Design pc_sequencer, sky130hd; sources not shown.
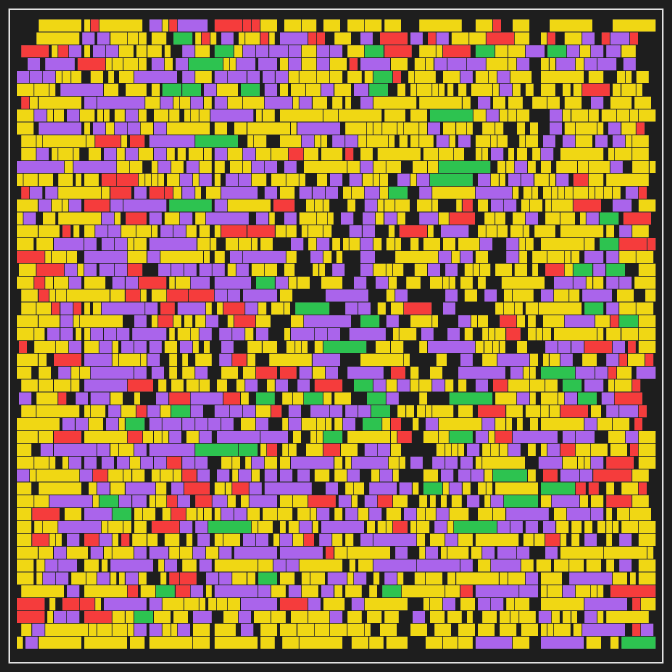
**Above:** cell sizes after repair.
[purple] _3 and _4 cells | cells: 513
[red] _2 cells | cells: 145
[green] _6 and larger | cells: 56
[yellow] _0 and _1 cells | cells: 1037
post-layout instance area: 15800 um2
final setup margin: -0.233 ns

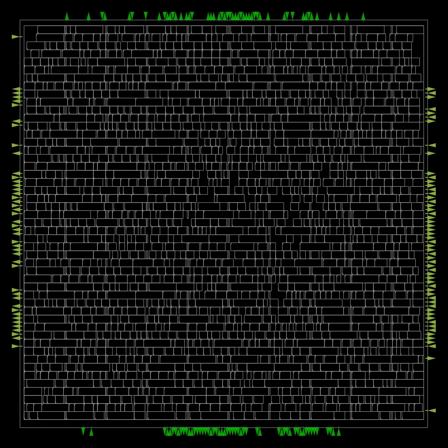
**Above:** cell outlines without signal wires.
tap cell count: 229
Non-Filler Instances: 1982
Row Count: 49
core area: 18000 um2

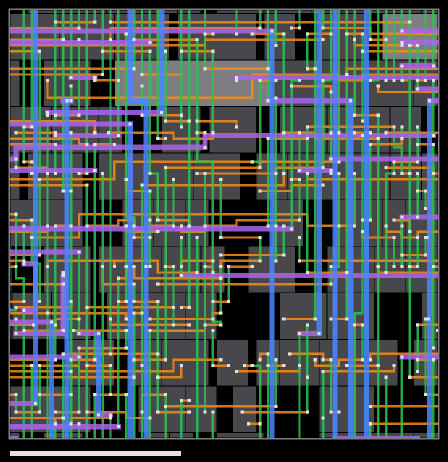
**Above:** zoomed window.
Scale bar: 10 um. Window x 56 to 81, y 84 to 109 um. Cells in grey, sequential cells in the stronger grey; small squares are vias.
[green] metal 2
[orange] metal 1
[blue] metal 4
[purple] metal 3
sequential cells in the window: 1
most frequent: buf_4 (18), nand2_1 (5), nand3_1 (4)
cells with their middle in the window: 66

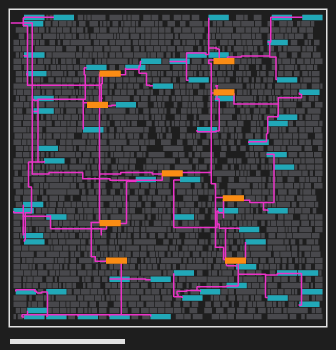
**Above:** routed clock nets over the placement.
Scale bar: 50 um.
[orange] clock drivers | count: 9
[cyan] flip-flops | count: 64
[magenta] clock wires | length: 1400 um
flops lie: spread over the die
Latency at later pin: 0.35 ns
Fin Clk Skew: 0.00650 ns

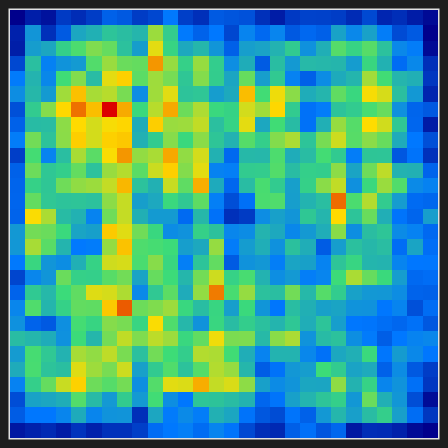
**Above:** wire density map.
The die is cut into 28 by 28 equal tiles; dark blue is low, red is high, scaled to the fullest tile. Values are wire area over tile area, all layers added.
nearly empty tiles: 0.40%
mean over tiles: 0.41
tiles over half the peak: 30%
fullest tile: 0.99
emptiest ninth of the die: lower right
total wire length: 44400 um
GRT Overall Usage: 0.412
Avg WL per Cell: 22.4 um

==> impl_metrics.ini <==
; generated from flow reports
[floorplanning]
chipArea_um2 = 19000
die_h_um = 138
die_w_um = 138
num_io_pins = 201
fp_util = 0.482

[cells_and_area]
final-clk-cell-share = 0.0183
combGateArea_um2 = 8210
n_antenna_cell = 2
syn2layout_area_growth_pct = 82.0
bufAreaShareNonClock = 0.336
nClkBuffers = 12
comb_cells = 1007
drive_above_1_share = 0.408
ff_count = 64
sh_comb_area = 0.519
largest_reg_flops = 64
seq_area_frac = 0.101
fillCellCount = 930
seq_area_um2 = 1600
n_all_buffers = 638
non_clock_inverter_count = 27
nNetsFinal = 1882
largest_cell_class = combinational gates

[synthesis]
edf_count = 0
post_synth_instance_area_um2 = 8680
syn_area_per_cell_um2 = 7.41
yosys_cells = 1172
synth-async-reset-ratio = 1.00
synth_flops = 64
ys.flop_type = dfrtp_1
seq_area_frac_synth = 0.184
yosysWarnings = 0
ys_area_um2 = 8680
syn-instance-count = 1172
ys_types = 83

[global_routing]
grt_max_degree = 65
antenna_found_initial = 2
overflow = 0
grt_pass1_wl_um = 60700

[cts]
cts_root_buffer = clkbuf_16
numCtsBuffers = 9
htreeDepth = 3
clk_pin_slew_ns = 0.06
numClockSinks = 64
cts_tree = built
cts_max_path_buffers = 2
postCtsHoldBufs = 0

[placement]
place_congestion = 0.987
dp.cells = 1884
io_buffers = 197
dp_hpwl_um = 27900

[worst_setup_path]
path_cells = and3_4 > nand4_1 > buf_4 > nor4_4 > buf_6 > buf_6 > nand3_4 > nor2_4 > buf_6 > xor2_1 > buf_2
cp-start-kind = flop
cp.depth = 11
path_delay_family = simple AND/OR/NAND/NOR gates
crit_type = reg2out
rr_worst_depth = 16
critPathSlowestCell = dfrtp_1
critical_path_peak_fanout = 5
worst_path_most_repeated_cell = buf_6
slowest_delay_ns = 0.38
cp-end-kind = output pin
crit_required_ns = 2.37
crit_arrival_ns = 2.60

[route]
initialDrtViolationCount = 1449
dr.pass1.iters = 6
ant_nets = 0
vias = 12809
vias_per_cell = 6.46
drc_errors = 0

[pwr]
clkPwrFrac = 0.087
powerDensity_nw_per_um2 = 838
power.net_switching_mw = 6.03
p_seq_frac = 0.118
p_sw_frac = 0.455
ir_drop_mv = 0.629
p_int_mw = 7.22
combPwrFrac = 0.795
p_leak_nw = 7.20

[sta]
min_period_ns = 3.19
setup_viol = 33
fin_ws_ns = -0.233
hold_violations = 0
rsz0062_at_grt = yes
maxSlewHeadroom = 0.269
max_clock_freq_mhz = 313
min_period_over_period = 1.08
slew_violations = 0
worst_pin_slew_ns = 1.10

[run]
drv_cap = 0
warnings = 28

[run_status]
violations = setup timing
outcome = finished with violations

[worst_hold_path]
hp-class = in2async
layer usage:
metal / share of wire / vias to the layer above / global-route usage
li1: - / 5530 / -
met1: 0.37 / 6019 / 0.522
met2: 0.46 / 976 / 0.671
met3: 0.10 / 284 / 0.0599
met4: 0.071 / 0 / 0.229
met5: 0 / - / 0
stage by stage:
stage / setup WS, ns / TNS (ns) / utilization / instance area [um2] / total power, mW
final: -0.233 / -4.21 / 0.877 / 15800 / 13.2
after global routing: -0.331 / -8.01 / 0.877 / 15800 / 13.9
after detailed placement: -0.934 / -30.17 / 0.746 / 13400 / 10.2
after floorplan: 0.0190 / 0 / - / 8690 / 5.60
after global placement: -0.844 / -28.14 / 0.746 / 13400 / 10.0
after CTS: -0.179 / -2.62 / 0.826 / 14900 / 11.9
power by group through the flow:
stage | clock, mW | sequential (mW) | combinational [mW]
after floorplan | 0 | 1.71 | 3.89
after global placement | 0 | 1.50 | 8.53
after detailed placement | 0 | 1.51 | 8.65
after CTS | 1.12 | 1.52 | 9.31
after global routing | 1.17 | 1.59 | 11.1
final | 1.15 | 1.57 | 10.5
cells in the mapped netlist, types with 4 or more instances:
cell type / instances / area [um2]
a31oi_1: 22 / 138
nand2b_1: 8 / 50.1
xnor2_1: 61 / 534
a22oi_1: 24 / 180
or2_2: 4 / 25.0
and3_1: 25 / 156
o21ai_1: 10 / 50.1
o21a_1: 8 / 60.1
and2_1: 12 / 75.1
nor2b_1: 6 / 37.5
buf_2: 11 / 55.1
a211oi_1: 7 / 52.6
buf_1: 7 / 26.3
a21o_1: 30 / 225
nor3_1: 23 / 115
dfrtp_1: 64 / 1600
o21ai_0: 75 / 375
o22ai_1: 8 / 50.1
nand3_1: 39 / 195
o221ai_1: 13 / 114
and4_1: 6 / 52.6
o211ai_1: 12 / 90.1
mux2i_1: 4 / 40.0
buf_4: 5 / 37.5
nand2_1: 124 / 465
nor2_1: 112 / 420
ha_1: 64 / 801
nand4_1: 35 / 219
a221oi_1: 33 / 289
clkbuf_2: 5 / 25.0
a211o_1: 4 / 35.0
xor2_1: 51 / 447
o21bai_1: 13 / 97.6
a21oi_1: 97 / 485
clkbuf_1: 47 / 176
nor4_1: 7 / 43.8
inv_1: 27 / 101
timing repair:
item                       CTS  global route
gates resized              297           186
pin swaps                   85            96
setup buffers               54            36
setup endpoints to repair   89            78
cell families (layout without fill, tap and decap cells):
| group | count (synthesis) | after routing | synth area share |
|---|---|---|---|
| buf+inv | 102 | 680 | 0.0486 |
| fa+ha+maj | 65 | 65 | 0.0945 |
| simple gates | 429 | 429 | 0.248 |
| xor+xnor | 114 | 114 | 0.117 |
| flops | 64 | 64 | 0.184 |
| compound gates | 392 | 392 | 0.303 |
| mux | 4 | 4 | 0.00461 |
| other cells | 2 | 5 | 0.000865 |
placed cells by master (no fill, tap or decap), drive strengths merged, types with 42 or more instances in the layout:
cell	count
nand2	125
nand3	42
nor2	114
clkdlybuf4s50	105
buf	471
xnor2	62
xor2	52
ha	64
dfrtp	64
a21oi	98
o21ai	85
Power figures rest on the tool's default switching activity, not on a simulated workload.
